**Run 1: wire density map**

10 x 10 tiles, from dark blue (low) to red (high), scaled to the fullest tile. Values are wire area over tile area, all layers added.
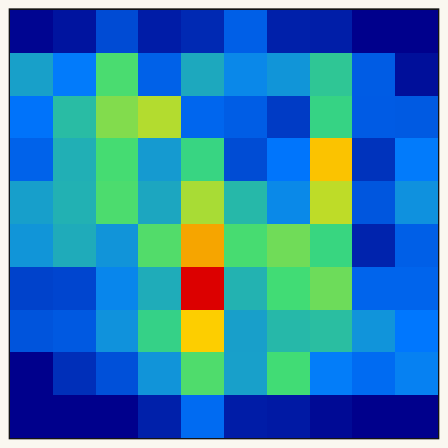
**Run 1: clock nets**

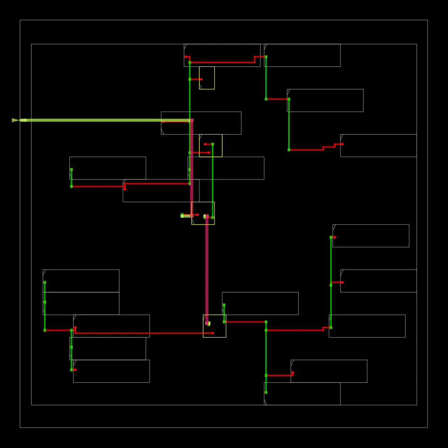
**Run 1: nets reached from selected ports**

The bar under the picture is 10 µm long.
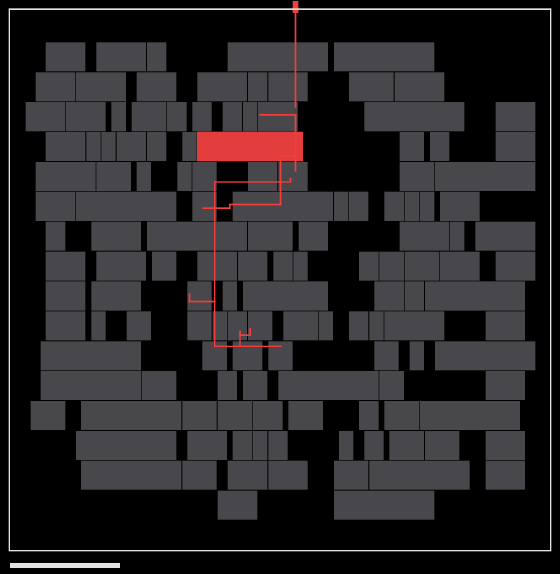
## config.mk

```make
export PLATFORM = sky130hd
export DESIGN_NAME = logic_reduce_pipe
export DESIGN_NICKNAME = d
export VERILOG_FILES = /design/src/rtl/logic_reduce_pipe.sv
export SDC_FILE = /design/constraint.sdc
export NUM_CORES = 1
export LEC_CHECK = 0
export CAP_MARGIN = 30
export CORE_MARGIN = 1
export CORE_UTILIZATION = 47
export CTS_CLUSTER_DIAMETER = 200
export DETAILED_ROUTE_END_ITERATION = 16
export GPL_ROUTABILITY_DRIVEN = 1
export GPL_TIMING_DRIVEN = 0
export PLACE_DENSITY = 0.79
export SLEW_MARGIN = 20
export SYNTH_ARGS = -nofsm -noshare
export SYNTH_HDL_FRONTEND = slang
export SYNTH_SLANG_ARGS = --single-unit
```

## constraint.sdc

```tcl
create_clock -name clock0 -period 2.1 [get_ports clock0]
set_clock_uncertainty 0.15 [all_clocks]
set_input_delay 0.42 -clock clock0 [delete_from_list [all_inputs] [get_ports clock0]]
set_output_delay 0.42 -clock clock0 [all_outputs]
set_load 0.01 [all_outputs]
```

## src/rtl/logic_reduce_pipe.sv

```systemverilog
// Multi-lane bit reducer (AND/OR/XOR/NAND per beat) feeding a PIPE_STAGES-deep
// valid/ready pipeline with full backpressure and a saturating delivery counter.
module logic_reduce_pipe #(
  parameter int NO_OF_GATES  = 1,
  parameter int NO_OF_INPUTS = 4,
  parameter int PIPE_STAGES  = 1,
  parameter int CNT_W        = 16
) (
  input  logic                                 clock0,
  input  logic                                 reset0_n,
  input  logic [NO_OF_INPUTS*NO_OF_GATES-1:0]  in_data,
  input  logic [1:0]                           mode,
  input  logic                                 in_valid,
  output logic                                 in_ready,
  output logic [NO_OF_GATES-1:0]               out1,
  output logic                                 out_valid,
  input  logic                                 out_ready,
  output logic [CNT_W-1:0]                     out_count
);

  typedef enum logic [1:0] {
    MODE_AND  = 2'b00,
    MODE_OR   = 2'b01,
    MODE_XOR  = 2'b10,
    MODE_NAND = 2'b11
  } mode_e;

  localparam int LAST = PIPE_STAGES - 1;

  function automatic logic reduce_lane(input logic [NO_OF_INPUTS-1:0] bits, input mode_e m);
    logic r;
    r = 1'b0;
    unique case (m)
      MODE_AND:  r = &bits;
      MODE_OR:   r = |bits;
      MODE_XOR:  r = ^bits;
      MODE_NAND: r = ~&bits;
    endcase
    return r;
  endfunction

  // Operands of one lane are strided by NO_OF_GATES in the packed input.
  logic [NO_OF_GATES-1:0] reduced;

  for (genvar i = 0; i < NO_OF_GATES; i++) begin : g_lane
    logic [NO_OF_INPUTS-1:0] operands;
    for (genvar k = 0; k < NO_OF_INPUTS; k++) begin : g_op
      assign operands[k] = in_data[k*NO_OF_GATES + i];
    end
    assign reduced[i] = reduce_lane(operands, mode_e'(mode));
  end

  logic                   started;
  logic                   accept;
  logic [PIPE_STAGES-1:0] stage_valid;
  logic [PIPE_STAGES-1:0] stage_ready;
  logic [PIPE_STAGES-1:0] up_valid;
  logic [NO_OF_GATES-1:0] stage_data [PIPE_STAGES];
  logic [NO_OF_GATES-1:0] up_data    [PIPE_STAGES];

  // A stage can load when it, or any stage downstream of it, has a hole, or
  // the sink is taking the last stage this cycle.
  always_comb begin
    logic hole;
    hole        = out_ready;
    stage_ready = '0;
    for (int j = LAST; j >= 0; j--) begin
      hole           = hole | ~stage_valid[j];
      stage_ready[j] = hole;
    end
  end

  assign in_ready = started & stage_ready[0];
  assign accept   = in_valid & in_ready;

  always_comb begin
    up_valid    = '0;
    up_valid[0] = accept;
    up_data[0]  = reduced;
    for (int j = 1; j < PIPE_STAGES; j++) begin
      up_valid[j] = stage_valid[j-1];
      up_data[j]  = stage_data[j-1];
    end
  end

  always_ff @(posedge clock0 or negedge reset0_n) begin
    if (!reset0_n) started <= 1'b0;
    else           started <= 1'b1;
  end

  always_ff @(posedge clock0 or negedge reset0_n) begin
    if (!reset0_n) begin
      stage_valid <= '0;
      // NOTE: the data registers are reset too, so out1 reads 0 during reset
      // rather than whatever the last beat left behind.
      for (int j = 0; j < PIPE_STAGES; j++) stage_data[j] <= '0;
    end else begin
      for (int j = 0; j < PIPE_STAGES; j++) begin
        if (stage_ready[j]) begin
          stage_valid[j] <= up_valid[j];
          if (up_valid[j]) stage_data[j] <= up_data[j];
        end
      end
    end
  end

  assign out1      = stage_data[LAST];
  assign out_valid = stage_valid[LAST];

  always_ff @(posedge clock0 or negedge reset0_n) begin
    if (!reset0_n)
      out_count <= '0;
    else if (out_valid && out_ready && (out_count != '1))
      out_count <= out_count + CNT_W'(1);
  end

endmodule

```

==> run summary, run 1 <==
Status of the implementation.

- The total buffers and inverters traversed by the critical path is 1, for reference.
- The core box area is 2022 µm², for reference.
- The run finished with clean final reports.
- After synthesis, the netlist uses 31 different library cells.
- Before placement the cells fill roughly half of the core.
- The final layout net count is around 150, for reference.
- The number of warnings issued by yosys is 0, for reference.
- In this run the number of cells on the critical path is 1.
- The most common library cell in the layout ignoring fill and taps is clkdlybuf4s50_1, for reference.
- The stage delay of the slowest cell on the critical path is 0.57 ns, for reference.
- The total overflow reported by the global router is 0, for reference.
- The vertical extent of the die is approximately 49 µm, for reference.
- The number of cells traversed by the worst register-to-register path is 5, for reference.
- The highest ir drop seen on vdd is 0.4894 mV, for reference.
- The report lists the number of standard-cell rows as 16.
- The via total after detailed routing is 875, for reference.
- The synthesized netlist has a Yosys-reported chip area of 1045 µm².
- The relative area change from synthesis to final layout is 35.33%, for reference.
- The final count of negative-setup-slack endpoints is 0, for reference.
- Warnings raised by the tools during the run amount to 28.
- The synthesized area per cell is 10.24 µm², for reference.
- The die extent in x is 49.15 µm, for reference.
- The via count of the first global-routing pass is 831, for reference.
- The share of total power in combinational logic is about a third, for reference.
- Per the Yosys statistics, synthesis produced 102 cells.
- The final timing summary puts the cycle share of the worst path at roughly nine tenths.
- The startpoint class of the critical path is a flop, for reference.
- The category of the most critical setup path is flop to primary output, for reference.
- Per the detail_route report, DRC violations left total 0.
- The number of nets at floorplan is 117, for reference.
- Of the total power, registers draw 50.2%.
- The share of synthesized area occupied by flip-flops and latches is 45.51%, for reference.
- Switching power as a fraction of the total was reported as 32.00%.
- The registers of the reported paths see a clock transition of 0.11 ns.
- The cell at the slowest stage of the critical path is clkdlybuf4s50_1, for reference.
- Nets still carrying antenna violations after routing amount to 0.
- In the layout the commonest cells are clkdlybuf4s50_1, dfrtp_1, nand2_1, xor2_1, nand3_1.
- TritonCTS created 3 clock buffers.
- The first detailed-routing pass ran for 5 iterations.
- The worst flop-to-flop path startpoint is out_count[0], for reference.
- The worst path required time is roughly 1.5 ns, for reference.
- The sort of element at the end of the critical path is a primary output, for reference.
- In this run the cell area of the synthesized design comes to 1045 µm².
- Broken down by cell family, the worst path's largest delay share belongs to buffers and inverters.
- Per the final timing report, the hold violations number 0.
- Per the summary, power density relative to cell area is 699.9 nW/µm².
- After synthesis, the cell types taking the most area are dfrtp_1, xor2_1, ha_1, nand3_1, nand2_1.
- The final antenna diode tally reported by the flow is 0.
- According to the floorplan report, the total die area is 2415 µm².
- Per STA, the startpoint of the critical path is out_count[3].
- The tool flagged a number of max-cap violations equal to 0.
- The fraction of post-synthesis cell area in the top cell type by area is 45.51%, for reference.
- Setup repair after global routing left no endpoint under its margin.
- The final estimated routing congestion in global placement is 0.8194, for reference.
- The cell at the root of the clock tree is clkbuf_4, for reference.
- The number of antenna violations at the first check in global routing was 0.
- The number of storage elements in the synthesis netlist is 19, for reference.
- In the synthesized netlist, the number of instances is about 100.
- Entering global routing, the biggest net connects 20 pins.
- Setup slack closes at 0.1871 ns.
- The violation tally recorded at the end of detailed-routing iteration 0 is 10.
- The leakage dissipation is 0.6786 nW, for reference.
- Dividing the detail-routed via count by the number of cells gives 5.368.
- In this run the number of H-tree levels came out at 1.
- The internal power is 0.0006729 W, for reference.
- The report puts the hold buffer count at CTS at 0.
- The report shows a maximum critical-path fanout of 7.
- The utilization after layout is 69.93%, for reference.
- The largest area contributor in the netlist is dfrtp_1, for reference.
- The global-route wire length before repair is 3.677 mm, for reference.
- The TritonCTS clock tree is yes, for reference.
- The final timing report lists a max-slew violation count of 0.
- The highest clock rate is 522.8 MHz, for reference.
- The clock passes through at most 2 buffers.
-- 'wire density map' (at the start) --
- emptiest ninth of the die: bottom left
- tiles over half the peak: 18%
- mean over tiles: 0.14
- fullest tile: 0.46
- nearly empty tiles: 10%
- densest ninth of the die: middle
Post-Route WL: 2.096 mm
post-DR wirelength/cell: 12.86 µm
global-route usage over all layers: 19.83%

-- 'clock nets' (at the start) --
clkbuf count: 3
registers: 19
later-pin clock latency in the skew report: 0.29 ns
clk sink count: 19
power dissipated in the clock network: 0.000181 W

-- 'nets reached from selected ports' (at the start) --
- `out_valid`: red (bits 1; direction output; end cells 1; buffers 2; wire 64.5 µm)
IO Pins: 29
count of port buffers added during placement: 28

[run 1: per-layer routing]
layer / vias to the layer above / routed length, µm / global-route usage, %
met4: 0 / 24 / 7.843
met1: 411 / 959 / 25.84
li1: 434 / - / -
met2: 26 / 1031 / 32.65
met3: 4 / 81 / 3.115
met5: - / 0 / 0
[run 1: repair_timing]
action,in CTS,in global routing
pin swaps,0,1
resized,3,3
setup buffers,1,0
endpoints found under the setup margin,1,3
[run 1: sequential cells by signal (all words and copies together), names as in the netlist]
signal	flops
started	1
out_valid	1
out_count	16
out1	1
[run 1: cells in the mapped netlist (all sizes together)]
| cell | count |
|---|---|
| dfrtp | 19 |
| nand2 | 10 |
| xor2 | 10 |
| nand3 | 8 |
| inv | 6 |
| nor3 | 6 |
| ha | 5 |
| nand4 | 4 |
| nor2 | 4 |
| nor4 | 4 |
| a21oi | 3 |
| and3 | 3 |
| mux2 | 3 |
| a31oi | 2 |
| and4 | 2 |
| nand2b | 2 |
| a2111oi | 1 |
| a211oi | 1 |
| a2bb2oi | 1 |
| a311oi | 1 |
| and2 | 1 |
| and2b | 1 |
| conb | 1 |
| nor3b | 1 |
| o21a | 1 |
| o21ai | 1 |
| xnor2 | 1 |
[run 1: power groups by stage]
stage	clock [W]	sequential, W	combinational (W)
2_1_floorplan	0	0.000517	0.000115
3_3_place_gp	0	0.000499	0.000294
3_5_place_dp	0	0.000505	0.000306
4_1_cts	0.000186	0.000497	0.000313
5_1_grt	0.000202	0.000510	0.000341
6_report	0.000181	0.000497	0.000312
[run 1: per-stage QoR]
| step | hold slack (ns) | std cells | power [W] | TNS (ns) | instance area, µm² |
|---|---|---|---|---|---|
| CTS | 0.3541 | 162 | 0.0009959 | 0 | 1395 |
| floorplan | -0.02559 | 102 | 0.0006324 | 0 | 1045 |
| global route | 0.2728 | 163 | 0.001052 | 0 | 1414 |
| global placement | 0.3172 | 157 | 0.0007928 | -0.3870 | 1359 |
| finish | 0.2530 | 163 | 0.0009895 | 0 | 1414 |
| detailed placement | 0.3298 | 157 | 0.0008105 | -0.4121 | 1359 |
[run 1: kinds of logic (layout without fill, tap and decap cells)]
| kind of cell | count (synthesis) | after routing | share of synthesized area [%] |
|---|---|---|---|
| simple gates | 46 | 46 | 25.51 |
| flops | 19 | 19 | 45.51 |
| compound gates | 11 | 11 | 7.664 |
| xor+xnor | 11 | 11 | 9.221 |
| buf+inv | 6 | 40 | 2.156 |
| fa+ha+maj | 5 | 5 | 5.988 |
| mux | 3 | 3 | 3.592 |
| other cells | 1 | 1 | 0.3589 |
[run 1: worst paths after layout]
kind	to	slack, ns
worst min-delay path	out_count[3]	0.25
max in group asynchronous	out_valid	1.12
min in group clock0	out_valid	0.34
worst max-delay path	out_count[3]	0.19
worst min register to register	out1	0.35
worst max register to register	out_count[1]	0.21
[run 1: cell type report]
| cell class | instances | area, µm² |
|---|---|---|
| fill | 164 | 608.1 |
| multi-input combinational | 77 | 553.0 |
| tap | 27 | 33.78 |
| inverter | 6 | 22.52 |
| clock inverter | 1 | 5.005 |
| sequential | 19 | 476.7 |
| timing repair buffer | 30 | 300.3 |
| clock buffer | 3 | 22.52 |
==> run 2, diff against run 1 <==
--- a/config.mk
+++ b/config.mk
@@ -5,6 +5,7 @@
 export SDC_FILE = /design/constraint.sdc
 export NUM_CORES = 1
 export LEC_CHECK = 0
+export ABC_CLOCK_PERIOD_IN_PS = 2100
 export CAP_MARGIN = 30
 export CORE_MARGIN = 1
 export CORE_UTILIZATION = 47
@@ -13,6 +14,7 @@
 export GPL_ROUTABILITY_DRIVEN = 1
 export GPL_TIMING_DRIVEN = 0
 export PLACE_DENSITY = 0.79
+export SKIP_LAST_GASP = 1
 export SLEW_MARGIN = 20
 export SYNTH_ARGS = -nofsm -noshare
 export SYNTH_HDL_FRONTEND = slang
==> run 2 against run 1 <==
- count of clock-buffer cells in the layout unchanged
- critical path depth grew 2
- clock power about the same
- register-to-register slack about the same
- combinational power is essentially flat
- hold slack unchanged
- sequential power about the same
- critical path type unchanged
- synthesized area is the same
- global-route usage did not move
- core utilization fell by 0.12 points
==> run summary, run 2 <==
Status of the implementation.

- The via density per instance is 5.368 (unchanged), for reference.
- The total global routing track utilization is 19.83% (unchanged).
- The number of antenna diodes is 0 (unchanged).
- The highest clock rate is 490.8 MHz (was 522.8 MHz).
- The clock latency of the later-clocked register in the worst-skew pair was 0.29 ns (about the same).
- The residual antenna-violating net count after detailed routing came to 0 (unchanged).
- The internal power was 0.0006733 W (was 0.0006729 W).
- Unrepaired setup endpoints after global routing: true (was false).
- The vertical extent of the die is 49.15 µm (unchanged), for reference.
- The number of antenna violations at the first check in global routing is 0 (unchanged).
- The fraction of post-synthesis cell area in the top cell type by area is 45.51% (unchanged), for reference.
- The leakage dissipation came to 0.6676 nW (was 0.6786 nW).
- The count of buffers from port buffering is 28 (unchanged), for reference.
- The pin count of the biggest net entering global routing was 20 (unchanged).
- The core box area is 2022 µm² (unchanged), for reference.
- The largest register by flop count is out_count (unchanged), for reference.
- The stage delay of the slowest cell on the critical path is 0.53 ns (was 0.57 ns), for reference.
- The TritonCTS clock tree is yes (unchanged).
- The number of rows created at floorplan is 16 (unchanged), for reference.
- The number of sinks on the clock net was 19 (unchanged).
- The DRC violation count after routing is 0 (unchanged), for reference.
- The via total after detailed routing is 875 (unchanged), for reference.
- The H-tree depth reported by CTS is 1 (unchanged), for reference.
- The fraction of registers with async set or reset after synthesis came to 100.0% (unchanged).
- The number of buffers inserted by hold repair at cts was 0 (unchanged).
- Top library cells by usage in the layout, fill and taps aside: clkdlybuf4s50_1, dfrtp_1, nand2_1, xor2_1, nand3_1 (unchanged).
- The number of enable flip-flop cells is 0 (unchanged), for reference.
- The sort of element at the end of the critical path was a primary output (unchanged).
- The sequential cell fraction of total power is 50.2% (about the same), for reference.
- The switching part of the total power was 31.99% (was 32.00%).
- The final total negative setup slack was 0 ns (unchanged).
- The final-layout fill cell count is 164 (unchanged), for reference.
- The area of the synthesized netlist per yosys stat came to 1045 µm² (unchanged).
- The cell at the root of the clock tree was clkbuf_4 (unchanged).
- The largest area contributor in the netlist is dfrtp_1 (unchanged), for reference.
- The startpoint class of the critical path was a flop (unchanged).
- Status: finished, final reports clean (unchanged).
- The most numerous cell in the Yosys netlist is dfrtp_1 (unchanged).
- The most common library cell in the layout ignoring fill and taps is clkdlybuf4s50_1 (unchanged).
- The number of nets at floorplan was 117 (unchanged).
- The number of cells in the yosys synthesis report was 102 (unchanged).
- Cell types with the highest counts after synthesis: dfrtp_1, nand2_1, xor2_1 (unchanged).
- The number of storage elements in the synthesis netlist came to 19 (unchanged).
- The synthesized area per cell is 10.24 µm² (unchanged), for reference.
- The relative area change from synthesis to final layout is 35.09% (was 35.33%).
- The warning total across the stage logs is 29 (was 28).
- The category of the most critical setup path is flop to primary output (unchanged), for reference.
- The sum of routed wire length over all layers is 2.098 mm (was 2.096 mm), for reference.
- The floorplan-stage core utilization is 51.67% (unchanged), for reference.
- The initial detailed-routing violation count is 10 (unchanged), for reference.
- The total cell area at the placement stage is 1359 µm² (unchanged), for reference.
- The final layout net count came to 152 (unchanged).
- The distinct cell type count after synthesis came to 31 (unchanged).
- The most used flip-flop cell is dfrtp_1 (unchanged), for reference.
- The number of warnings issued by yosys came to 0 (unchanged).
- The highest ir drop seen on vdd is 0.4894 mV (about the same).
- The share of total power in combinational logic is 31.5% (about the same), for reference.
- The flip-flop count of the largest register, all copies and words added came to 16 (unchanged).
- The mapped cell area is 1045 µm² (unchanged).
- The total overflow reported by the global router came to 0 (unchanged).
- The detailed-route wire length per cell is 12.87 µm (was 12.86 µm), for reference.
run 2: cell counts after synthesis:
No cell type changed its count.
run 2: kinds of logic (layout without fill, tap and decap cells):
kind of cell	after synthesis	in the layout	share of synthesized area, %
xor gates and xnor gates	11	11	9.221
and+or+nand+nor	46	46	25.51
buffers and inverters	6	40	2.156
AOI/OAI and AO/OA	11	11	7.664
adders and majority gates	5	5	5.988
muxes	3	3	3.592
other	1	1	0.3589
DFF	19	19	45.51
run 2: cell type report:
class	instances	share of cell area, %
Clock inverter	1	0.3546
Inverter	6	1.596
Sequential cell	19	33.78
Tap cell	27	2.394
Multi-Input combinational cell	77	39.18
Timing Repair Buffer	30	21.10
Clock buffer	3	1.596
run 2: power by group through the flow:
stage	registers [W]	clock network, W	logic, W
2_1_floorplan	0.000517	0	0.000115
3_3_place_gp	0.000499	0	0.000294
3_5_place_dp	0.000505	0	0.000306
4_1_cts	0.000497	0.000186	0.000313
5_1_grt	0.000510	0.000202	0.000341
6_report	0.000497	0.000181	0.000312
run 2: metrics by stage:
stage	setup WS (ns)	power [W]	std cells	hold slack, ns
global placement	-0.2759	0.0007928	157	0.3172
detailed placement	-0.2907	0.0008105	157	0.3298
floorplan	0.2386	0.0006324	102	-0.02559
finish	0.06246	0.0009900	163	0.2530
global route	-0.01573	0.001053	163	0.2728
CTS	0.01430	0.0009959	162	0.3541
run 2: timing repair:
action,CTS,global route
pin swaps,0,1
setup endpoints to repair,1,3
setup buffers,1,0
gates resized,3,2
run 2: path summary, 6_finish.rpt:
kind | start | end | slack [ns] | cells after the start
min reg2reg | out1 | out1 | 0.35 | 2
max reg2reg | out_count[0] | out_count[1] | 0.21 | 5
min in group clock0 | out_ready | out_valid | 0.34 | 3
max | out_valid | in_ready | 0.06 | 3
min | reset0_n | out_count[3] | 0.25 | 1
max in group asynchronous | reset0_n | out_valid | 1.12 | 2
run 2: layer usage:
metal | routed length [µm] | GRT usage (%)
met1 | 959 | 25.84
met2 | 1032 | 32.65
met3 | 81 | 3.115
met4 | 24 | 7.843
met5 | 0 | 0
run 2: worst max-delay path, delay by kind of cell, from the launching register on:
| kind | cells | cell delay (ns) |
|---|---|---|
| buffers and inverters | 1 | 0.53 |
| flip-flops | 1 | 0.41 |
| AND/OR/NAND/NOR | 2 | 0.23 |
**Run 2: signal wires by layer**

Only two layers are drawn.
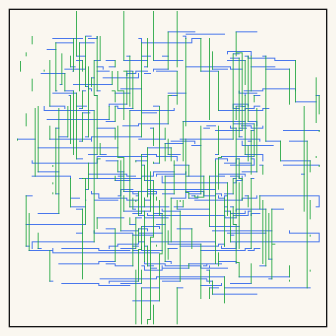
- metal 1: blue (wire length 960 µm)
- metal 2: green (wire length 1030 µm)

**Run 2: clock nets**

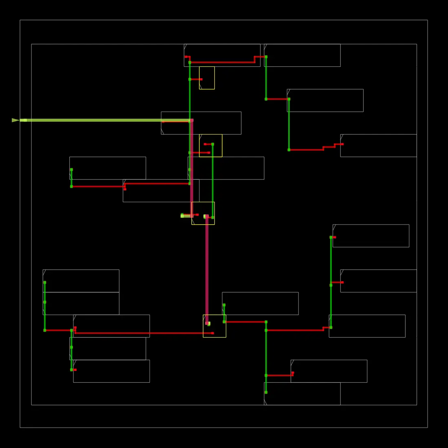
clock buffer count from CTS: 3

==> run 3, diff against run 2 <==
--- a/config.mk
+++ b/config.mk
@@ -7,7 +7,6 @@
 export LEC_CHECK = 0
 export ABC_CLOCK_PERIOD_IN_PS = 2100
 export CAP_MARGIN = 30
-export CORE_MARGIN = 1
 export CORE_UTILIZATION = 47
 export CTS_CLUSTER_DIAMETER = 200
 export DETAILED_ROUTE_END_ITERATION = 16
==> run 3 against run 2 <==
- via count did not move
- synthesized area unchanged
- core utilization did not move
- global-route usage is the same
- combinational power about the same
- design area unchanged
- die area stayed put
- count of clock-buffer cells in the layout stayed put
- routed wire length unchanged
- non-clock buffer count unchanged
- first-iteration DRC count unchanged
==> run summary, run 3 <==
Status of the implementation.

- The via count of the first global-routing pass is 831 (unchanged).
- The global-route wire length before repair was 3.677 mm (unchanged).
- The sort of element at the end of the critical path is a primary output (unchanged), for reference.
- The largest register by flop count is out_count (unchanged).
- The floorplan-stage core utilization came to 51.67% (unchanged).
- The residual antenna-violating net count after detailed routing came to 0 (unchanged).
- The DRC violation count after routing is 0 (unchanged), for reference.
- The H-tree depth reported by CTS is 1 (unchanged), for reference.
- The number of warnings issued by yosys was 0 (unchanged).
- The category of the most critical setup path is flop to primary output (unchanged), for reference.
- Unrepaired setup endpoints after global routing: true (unchanged).
- The sum of routed wire length over all layers is 2.098 mm (unchanged), for reference.
- The count of final hold-check violations is 0 (unchanged), for reference.
- The die extent in x came to 49.15 µm (unchanged).
- The leakage dissipation is 0.6676 nW (unchanged), for reference.
- The number of sinks on the clock net was 19 (unchanged).
- The pin count of the biggest net entering global routing is 20 (unchanged).
- Cell types with the highest counts after synthesis: dfrtp_1, nand2_1, xor2_1 (unchanged).
- The final non-filler cell area is 1411 µm² (unchanged), for reference.
- The total clock buffers created by CTS is 3 (unchanged).
- The final estimated routing congestion in global placement is 0.8194 (unchanged).
- The number of enable flip-flop cells is 0 (unchanged), for reference.
- The number of antenna diodes is 0 (unchanged), for reference.
- The fraction of post-synthesis cell area in the top cell type by area is 45.51% (unchanged).
- The post-route fraction of the period consumed by the critical path was 97.03% (unchanged).
- The minimum setup slack among reg-to-reg paths is 0.21 ns (about the same).
- The clock latency of the later-clocked register in the worst-skew pair is 0.29 ns (about the same).
- The number of cells in the yosys synthesis report came to 102 (unchanged).
- The relative area change from synthesis to final layout came to 35.09% (unchanged).
- The final count of negative-setup-slack endpoints is 0 (unchanged), for reference.
- The power density over the cells came to 701.5 nW/µm² (unchanged).
- The initial detailed-routing violation count is 10 (unchanged), for reference.
- The number of placed I/O pins is 29 (unchanged), for reference.
- The final layout net count is 152 (unchanged), for reference.
- The vertical extent of the die came to 49.15 µm (unchanged).
- The number of buffers inserted by hold repair at cts is 0 (unchanged), for reference.
- The number of search-and-repair iterations in the first detailed-routing pass came to 5 (unchanged).
- The count of max-cap constraint violations is 0 (unchanged), for reference.
- The count of buffers from port buffering is 28 (unchanged), for reference.
- The worst path required time is 1.53 ns (about the same), for reference.
- The total global routing track utilization was 19.83% (unchanged).
- The number of antenna violations at the first check in global routing is 0 (unchanged).
- The most used flip-flop cell is dfrtp_1 (unchanged), for reference.
- The post-route minimum period was 2.038 ns (unchanged).
- The number of standard cells after synthesis is 102 (unchanged), for reference.
- The number of nets at floorplan is 117 (unchanged), for reference.
- The TritonCTS clock tree is yes (unchanged), for reference.
- The register clock-pin slew on the reported worst setup and hold paths is 0.11 ns (about the same).
- The via total after detailed routing was 875 (unchanged).
- The chip area is 2415 µm² (unchanged), for reference.
- The distinct cell type count after synthesis is 31 (unchanged).
- The startpoint class of the critical path is a flop (unchanged), for reference.
- The mapped cell area is 1045 µm² (unchanged), for reference.
- Top library cells by usage in the layout, fill and taps aside: clkdlybuf4s50_1, dfrtp_1, nand2_1, xor2_1, nand3_1 (unchanged).
- The cell at the root of the clock tree is clkbuf_4 (unchanged).
- Main area contributors: dfrtp_1, xor2_1, ha_1, nand3_1, nand2_1 (unchanged).
- The synthesized area per cell was 10.24 µm² (unchanged).
- The detailed-route wire length per cell is 12.87 µm (unchanged), for reference.
- The worst hold slack across all endpoints is 0.2530 ns (unchanged).
- The warning total across the stage logs is 29 (unchanged).
- The via density per instance came to 5.368 (unchanged).
- The most numerous cell in the Yosys netlist is dfrtp_1 (unchanged).
- The total cell area at the placement stage is 1359 µm² (unchanged).
- The share of synthesized area occupied by flip-flops and latches is 45.51% (unchanged), for reference.
- The number of cells in the design after placement is 157 (unchanged), for reference.
- The max-slew violation count is 0 (unchanged), for reference.
- The fraction of registers with async set or reset after synthesis is 100.0% (unchanged), for reference.
- Status: finished, final reports clean (unchanged).
run 3: cell counts in the layout (fill, tap and decap cells not counted):
No cell type changed its count.
run 3: metal layers:
layer,global-route usage (%),up-vias,part of all wire [%]
li1,-,434,-
met1,25.84,411,46
met2,32.65,26,49
met4,7.843,0,1.1
met3,3.115,4,3.9
met5,0,-,0
run 3: worst paths after layout:
kind,from,endpoint,cells after the start
setup / recovery,out_valid,in_ready,3
hold / removal,reset0_n,out_count[3],1
hold reg to reg,out1,out1,2
min in group clock0,out_ready,out_valid,3
setup reg to reg,out_count[0],out_count[1],5
max in group asynchronous,reset0_n,out_valid,2
run 3: layout make-up:
class / count / area (µm²)
clock buffer: 3 / 22.52
clock inverter: 1 / 5.005
fill: 164 / 610.6
inverter: 6 / 22.52
multi-input combinational: 77 / 553.0
sequential: 19 / 476.7
tap: 27 / 33.78
timing repair buffer: 30 / 297.8
run 3: critical path, stage by stage, from the launching register on:
cell             delay, ns
dfrtp_2               0.41
nand2b_1              0.10
and2_1                0.13
clkdlybuf4s50_1       0.53
run 3: what timing repair did:
item,CTS,global route
gates resized,3,2
setup buffers,1,0
pin swaps,0,1
setup endpoints to repair,1,3
run 3: cell families after synthesis:
kind of cell	Yosys count	share of synthesized area, %
AOI/OAI and AO/OA	11	7.664
xor gates and xnor gates	11	9.221
and+or+nand+nor	46	25.51
buffers and inverters	6	2.156
adders and majority gates	5	5.988
muxes	3	3.592
other	1	0.3589
DFF	19	45.51
run 3: stage by stage:
step / power (W) / TNS [ns] / setup slack (ns)
CTS: 0.0009959 / 0 / 0.01430
global route: 0.001053 / -0.01573 / -0.01573
floorplan: 0.0006324 / 0 / 0.2386
finish: 0.0009900 / 0 / 0.06246
global placement: 0.0007928 / -0.3870 / -0.2759
detailed placement: 0.0008105 / -0.4121 / -0.2907
run 3: power by group:
| group | switching (W) | leakage (nW) | internal, W |
|---|---|---|---|
| sequential | 0.0000755 | 0.244 | 0.000421 |
| combinational | 0.000131 | 0.406 | 0.000181 |
| clock | 0.000110 | 0.0177 | 0.0000709 |
| total | 0.000317 | 0.668 | 0.000673 |
**Run 3: nets reached from selected ports**

The bar under the picture is 10 µm long.
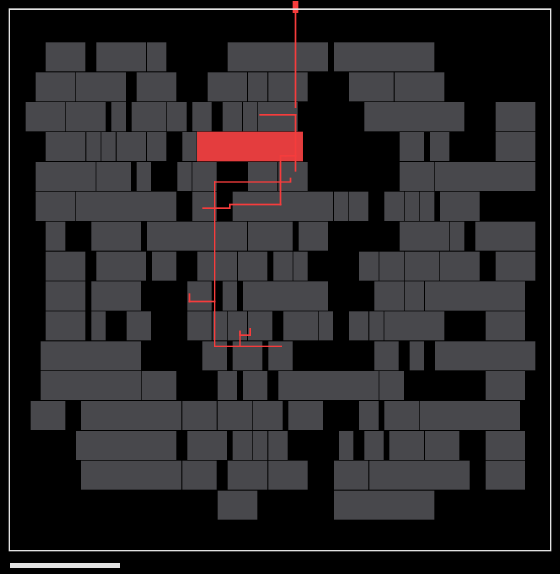
- `out_valid`: red (bits 1; direction output; end cells 1; buffers 2; wire 64.5 µm)

**Run 3: cells colored by class**

Fill, decap, tap and diode cells in gray.
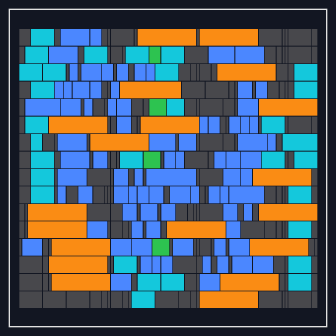
- clock drivers and dummy loads: green (cells 4)
- remaining buffers and delay cells: cyan (cells 30)
- sequential cells: orange (cells 19)
- combinational and other logic: blue (cells 83)
sequential portion of the cell area: 33.78%
placement row count: 16
final design utilization: 69.80%
area of the core region: 2022 µm²

Power and IR drop assume default switching activity.
